### The metal 1 layer

Supply wires on this layer in gray.
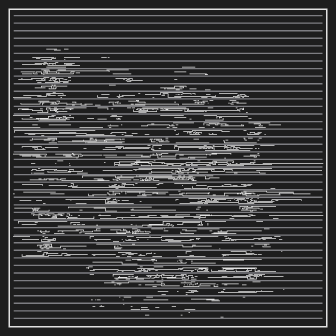
### Metal 2

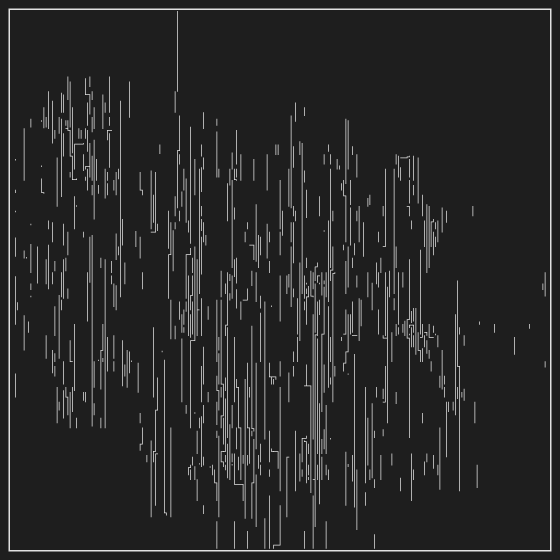
### The metal 3 layer

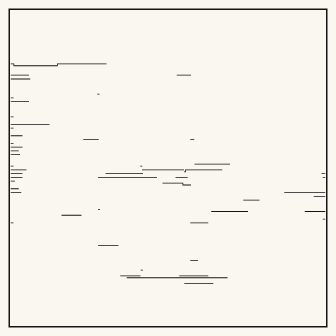
### Signal wires on met4

Scale bar: 20 microns. Supply wires on this layer in gray.
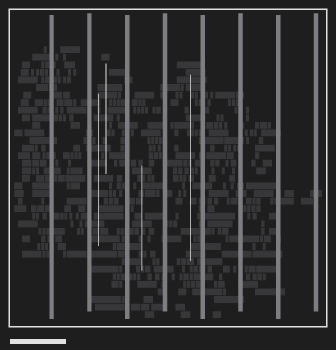
===== src/rtl/router_pkg.sv =====
// Shared constants and helpers for the router input-side datapath.
package router_pkg;

  localparam int CHK_XOR    = 0;
  localparam int CHK_SUM    = 1;
  localparam int DEF_DATA_W = 8;
  localparam int DEF_ADDR_W = 2;

  // An address whose low `width` bits are all ones selects no channel.
  function automatic logic addr_invalid(input logic [31:0] addr, input int width);
    logic [31:0] mask;
    mask = (32'h1 << width) - 32'h1;
    return (addr & mask) == mask;
  endfunction

endpackage


===== src/rtl/router_hold_fifo.sv =====
// Small circular buffer that parks bytes accepted while the channel FIFO is full.
module router_hold_fifo #(
  parameter int WIDTH = 8,
  parameter int DEPTH = 2
) (
  input  logic             clock,
  input  logic             resetn,
  input  logic             push_i,
  input  logic             pop_i,
  input  logic [WIDTH-1:0] data_i,
  output logic [WIDTH-1:0] data_o,
  output logic             empty_o,
  output logic             full_o,
  output logic             ovf_o
);

  localparam int PTR_W = (DEPTH > 1) ? $clog2(DEPTH) : 1;
  localparam int CNT_W = $clog2(DEPTH + 1);

  logic [WIDTH-1:0] mem_q [DEPTH];
  logic [PTR_W-1:0] wr_q, rd_q;
  logic [CNT_W-1:0] cnt_q;
  logic             do_push, do_pop;

  function automatic logic [PTR_W-1:0] next_ptr(input logic [PTR_W-1:0] p);
    return (p == PTR_W'(DEPTH - 1)) ? '0 : p + 1'b1;
  endfunction

  assign empty_o = (cnt_q == '0);
  assign full_o  = (cnt_q == CNT_W'(DEPTH));
  assign do_pop  = pop_i && !empty_o;
  // A pop in the same cycle frees the slot, so a full buffer can still take a byte.
  assign do_push = push_i && (!full_o || do_pop);
  assign ovf_o   = push_i && full_o && !do_pop;
  assign data_o  = mem_q[rd_q];

  always_ff @(posedge clock) begin
    if (do_push) mem_q[wr_q] <= data_i;
  end

  always_ff @(posedge clock) begin
    if (!resetn) begin
      wr_q  <= '0;
      rd_q  <= '0;
      cnt_q <= '0;
    end else begin
      if (do_push) wr_q <= next_ptr(wr_q);
      if (do_pop)  rd_q <= next_ptr(rd_q);
      if (do_push && !do_pop)      cnt_q <= cnt_q + 1'b1;
      else if (do_pop && !do_push) cnt_q <= cnt_q - 1'b1;
    end
  end

endmodule


===== src/rtl/router_reg_gen.sv =====
// Router input datapath register: header latch, FIFO write path with hold buffer,
// running packet check, length counter and error/overflow flags.
module router_reg_gen
  import router_pkg::*;
#(
  parameter int DATA_W     = DEF_DATA_W,
  parameter int ADDR_W     = DEF_ADDR_W,
  parameter int HOLD_DEPTH = 2,
  parameter int CHK_MODE   = CHK_XOR,
  parameter int LEN_W      = 6
) (
  input  logic              clock,
  input  logic              resetn,
  input  logic              pkt_valid,
  input  logic [DATA_W-1:0] data_in,
  input  logic              fifo_full,
  input  logic              detect_add,
  input  logic              lfd_state,
  input  logic              ld_state,
  input  logic              laf_state,
  input  logic              rst_int_reg,
  output logic [DATA_W-1:0] dout,
  output logic              dout_valid,
  output logic              parity_done,
  output logic              low_pkt_valid,
  output logic              err,
  output logic              bad_addr,
  output logic              hold_empty,
  output logic              hold_full,
  output logic              ovf,
  output logic [LEN_W-1:0]  pkt_len
);

  logic [DATA_W-1:0] header_q, acc_q, acc_d, chk_q, dout_q, hold_data;
  logic              dout_valid_q, parity_done_q, chk_pend_q, err_q, bad_addr_q;
  logic              low_pkt_valid_q, ovf_q;
  logic [LEN_W-1:0]  pkt_len_q;
  logic              accept, pay_acc, chk_acc, pop, push, direct;
  logic              hdr_ok, hdr_bad, hold_ovf;

  function automatic logic [DATA_W-1:0] chk_op(input logic [DATA_W-1:0] a,
                                               input logic [DATA_W-1:0] b);
    if (CHK_MODE == CHK_SUM) return a + b;
    return a ^ b;
  endfunction

  always_comb begin
    // laf_state never raises ld_state, so it only drains the hold buffer.
    accept  = ld_state && (pkt_valid || !parity_done_q);
    pay_acc = accept && pkt_valid;
    chk_acc = accept && !pkt_valid;
    pop     = !lfd_state && !fifo_full && !hold_empty;
    direct  = !lfd_state && accept && !fifo_full && hold_empty;
    push    = accept && !direct;
    hdr_bad = detect_add && pkt_valid && addr_invalid(32'(data_in[ADDR_W-1:0]), ADDR_W);
    hdr_ok  = detect_add && pkt_valid && !hdr_bad;
    acc_d   = acc_q;
    if (detect_add)     acc_d = '0;
    else if (lfd_state) acc_d = chk_op(acc_q, header_q);
    else if (pay_acc)   acc_d = chk_op(acc_q, data_in);
  end

  router_hold_fifo #(
    .WIDTH (DATA_W),
    .DEPTH (HOLD_DEPTH)
  ) u_hold (
    .clock   (clock),
    .resetn  (resetn),
    .push_i  (push),
    .pop_i   (pop),
    .data_i  (data_in),
    .data_o  (hold_data),
    .empty_o (hold_empty),
    .full_o  (hold_full),
    .ovf_o   (hold_ovf)
  );

  always_ff @(posedge clock) begin
    if (!resetn) begin
      header_q        <= '0;
      acc_q           <= '0;
      chk_q           <= '0;
      dout_q          <= '0;
      dout_valid_q    <= 1'b0;
      parity_done_q   <= 1'b0;
      chk_pend_q      <= 1'b0;
      err_q           <= 1'b0;
      bad_addr_q      <= 1'b0;
      low_pkt_valid_q <= 1'b0;
      ovf_q           <= 1'b0;
      pkt_len_q       <= '0;
    end else begin
      if (hdr_ok) header_q <= data_in;
      if (hdr_bad)         bad_addr_q <= 1'b1;
      else if (detect_add) bad_addr_q <= 1'b0;

      dout_valid_q <= lfd_state || pop || direct;
      if (lfd_state)   dout_q <= header_q;
      else if (pop)    dout_q <= hold_data;
      else if (direct) dout_q <= data_in;

      acc_q <= acc_d;

      // The compare runs one cycle after capture so acc_q is final.
      if (detect_add) begin
        parity_done_q <= 1'b0;
        chk_pend_q    <= 1'b0;
        err_q         <= 1'b0;
      end else begin
        chk_pend_q <= chk_acc;
        if (chk_acc) begin
          chk_q         <= data_in;
          parity_done_q <= 1'b1;
        end
        if (chk_pend_q) err_q <= (chk_q != acc_q);
      end

      if (detect_add)                     pkt_len_q <= '0;
      else if (pay_acc && pkt_len_q != '1) pkt_len_q <= pkt_len_q + 1'b1;

      if (rst_int_reg)                  low_pkt_valid_q <= 1'b0;
      else if (ld_state && !pkt_valid)  low_pkt_valid_q <= 1'b1;

      if (hold_ovf) ovf_q <= 1'b1;
    end
  end

  assign dout          = dout_q;
  assign dout_valid    = dout_valid_q;
  assign parity_done   = parity_done_q;
  assign low_pkt_valid = low_pkt_valid_q;
  assign err           = err_q;
  assign bad_addr      = bad_addr_q;
  assign ovf           = ovf_q;
  assign pkt_len       = pkt_len_q;

endmodule


===== config.mk =====
export PLATFORM = sky130hd
export DESIGN_NAME = router_reg_gen
export DESIGN_NICKNAME = d
export VERILOG_FILES = /design/src/rtl/router_pkg.sv /design/src/rtl/router_hold_fifo.sv /design/src/rtl/router_reg_gen.sv
export SDC_FILE = /design/constraint.sdc
export NUM_CORES = 1
export LEC_CHECK = 0
export ABC_AREA = 1
export CORE_UTILIZATION = 25
export CTS_CLUSTER_SIZE = 14
export DETAILED_ROUTE_END_ITERATION = 12
export PLACE_DENSITY = 0.49
export SLEW_MARGIN = 20
export SYNTH_ARGS = -nofsm -noshare
export SYNTH_HDL_FRONTEND = slang
export SYNTH_SLANG_ARGS = --single-unit

===== constraint.sdc =====
create_clock -name clock -period 1.7 [get_ports clock]
set_input_delay 0.34 -clock clock [delete_from_list [all_inputs] [get_ports clock]]
set_output_delay 0.34 -clock clock [all_outputs]
set_load 0.03 [all_outputs]

==> run_results.csv <==
group,metric,value,unit
final_timing,worstMarginPinSlew,319,ps
route,route.met3.wl,339,microns
placed_design,gp_congestion,0.783,
clocking,clk_path_buf_depth,2,
clocking,cts_tree,"yes",
cells_and_area,synthToLayoutAreaGrowth,36.3,%
setup_path,rrSetupSlack,170,ps
final_timing,rsz0062_at_grt,"false",
run,drv_cap,0,
final_timing,clock-skew-final,5.97,ps
final_timing,max_freq,0.598,GHz
synthesis,numSynthFlops,66,
hold_path,hold_class,"reg2reg",
setup_path,required,1360,ps
setup_path,critical_path_arrival,1330,ps
setup_path,r2r-end,"u_hold.cnt_q[1]",
cells_and_area,finalNetCount,504,
synthesis,synth_nets,431,
synthesis,async_reset_ff_share,0,%
synthesis,yosysSeqAreaShare,47.6,%
synthesis,synthFlopType,"dfxtp_1",
cells_and_area,n_antenna_cell,0,
final_timing,post-route-min-period,1670,ps
final_timing,drv_slew,0,
hold_path,min_to,"u_hold.rd_q",
clocking,cts_sinks,66,
clocking,cts_made_buffers,9,
synthesis,edf_count,16,
setup_path,crit_family,"buffers and inverters",
run,tool_warnings,27,
cells_and_area,finalNonFillerCells,658,
synthesis,yosys_warnings,0,
setup_path,path_cells,"clkdlybuf4s50_1",
power_and_ir_drop,vdd_ir_drop_max,0.000597,V
final_timing,tns,0,ps
cells_and_area,flop_area,1480,sq um
status,status,"completed",
placed_design,dp.cells,641,
floorplanning,die_h,114,microns
power_and_ir_drop,power,4.77,mW
placed_design,hpwlAfterDp,5540,microns
global_route,grt_overflow,0,
final_timing,holdWs,457,ps
Back to the opening pictures, 'The metal 1 layer':
The wires run mostly horizontal. The layer holds 49% of the routed length. The layer carries 3,840 microns of wire.
final wirelength: 7790 microns
met1 usage: 17.3%
via count: 2,754

Back to the opening pictures, 'Metal 2':
The layer carries 3,420 microns of wire. The longest straight run is 41.1 microns. The layer holds 44% of the routed length.

Back to the opening pictures, 'The metal 3 layer':
The layer carries 340 microns of wire. 40 nets have wire on it. The wires run mostly horizontal. The layer holds 4.4% of the routed length. The longest straight run is 35.9 microns.
grt met3 use: 2.76%

Back to the opening pictures, 'Signal wires on met4':
The longest straight run is 66.6 microns. The layer carries 198 microns of wire. The wires run mostly vertical. 3 nets have wire on it.

==> flip-flops by register name (all words and copies together) (netlist names), named ones only <==
signal and cells:
err 1, pkt_len 6, dout_valid 1, chk_q 8
dout 8, acc_q 8, u_hold.cnt_q 2, parity_done 1
bad_addr 1, ovf 1, u_hold.wr_q 1, low_pkt_valid 1
u_hold.mem_q 16, chk_pend_q 1, header_q 8, u_hold.rd_q 1
==> report_power, final <==
part | leakage (nW) | internal [mW] | switching, mW
registers | 0.558 | 1.79 | 0.0812
clock network | 0.133 | 1.13 | 0.710
logic | 1.30 | 0.431 | 0.634
==> worst max path at each step <==
stage	startpoint	end	slack [ps]	depth (start not counted)
finish	dout[6]	dout[6]	30	1
CTS	dout[3]	dout[3]	4	1
detailed placement	ld_state	u_hold.cnt_q[1]	-390	10
floorplan	lfd_state	u_hold.mem_q[0][0]	30	8
global placement	ld_state	u_hold.cnt_q[1]	-350	10
global route	dout[6]	dout[6]	3	1
==> worst register-to-register path: stages, from the launching register on <==
cell	delay (ps)
dfxtp_1	330
inv_1	120
nand2_2	110
nand2_8	70
inv_2	40
nand2_1	60
nand2_2	60
ha_1	290
a21oi_1	110
o21ai_1	90
nor2_1	100
nor2_1	60
==> Yosys cell counts (2+ instances only) <==
master    number  area share, %
nor2_1        52            6.3
o21ai_1        2           0.32
o21a_1         8            1.9
inv_1         63            7.6
a21oi_1       31            5.0
ha_1           2           0.80
a31oi_1        9            1.8
edfxtp_1      16             15
nand3_1       18            2.9
xnor2_1        3           0.85
nand2_2        4           0.80
nand4_1        9            1.8
a211oi_1       2           0.48
clkbuf_1       2           0.24
inv_2          4           0.48
buf_2          4           0.64
dfxtp_1       50             32
nand2_1      100             12
xor2_1         3           0.85
o21ai_0       15            2.4
buf_6          4            1.4
==> logic make-up after synthesis <==
logic type               synth area share, %
buffers and inverters                   11.1
flip-flops                              47.6
adder cells (fa/ha/maj)                0.805
AND-OR/OR-AND                           12.2
XOR/XNOR                                1.69
AND/OR/NAND/NOR                         26.6
==> what timing repair did <==
item | CTS | global route
gates resized | 18 | 9
endpoints found under the setup margin | 16 | 8
buffers inserted | 0 | 1
pin swaps | 0 | 3
==> layer usage <==
layer / up-vias / track usage [%]
met1: 1228 / 17.3
met3: 14 / 2.76
met5: - / 0
met4: 0 / 7.11
met2: 62 / 20.1
li1: 1450 / -
==> layout by cell type (no fill, tap or decap), types with 5 or more instances in the layout <==
cell             instances
dlymetal6s2s_1           6
clkbuf_16                9
a31oi_1                  9
o21ai_0                 14
a21oi_1                 31
dlygate4sd2_1           16
edfxtp_1                16
nand4_1                  9
nor2_1                  52
dfxtp_1                 50
buf_12                   5
inv_1                   63
o21a_1                   8
nand2_1                100
buf_4                   33
nand3_1                 18
clkdlybuf4s50_1         14
==> cell type report <==
type                    instances  share of cell area, %
clock buffers                   9                   5.32
repair buffers                 75                   16.7
multi-input cells             265                   30.4
clock inverters                 7                   1.62
inverters                      68                   6.02
flip-flops and latches         66                   35.0
well taps                     168                   4.96
Power and IR drop assume default switching activity.
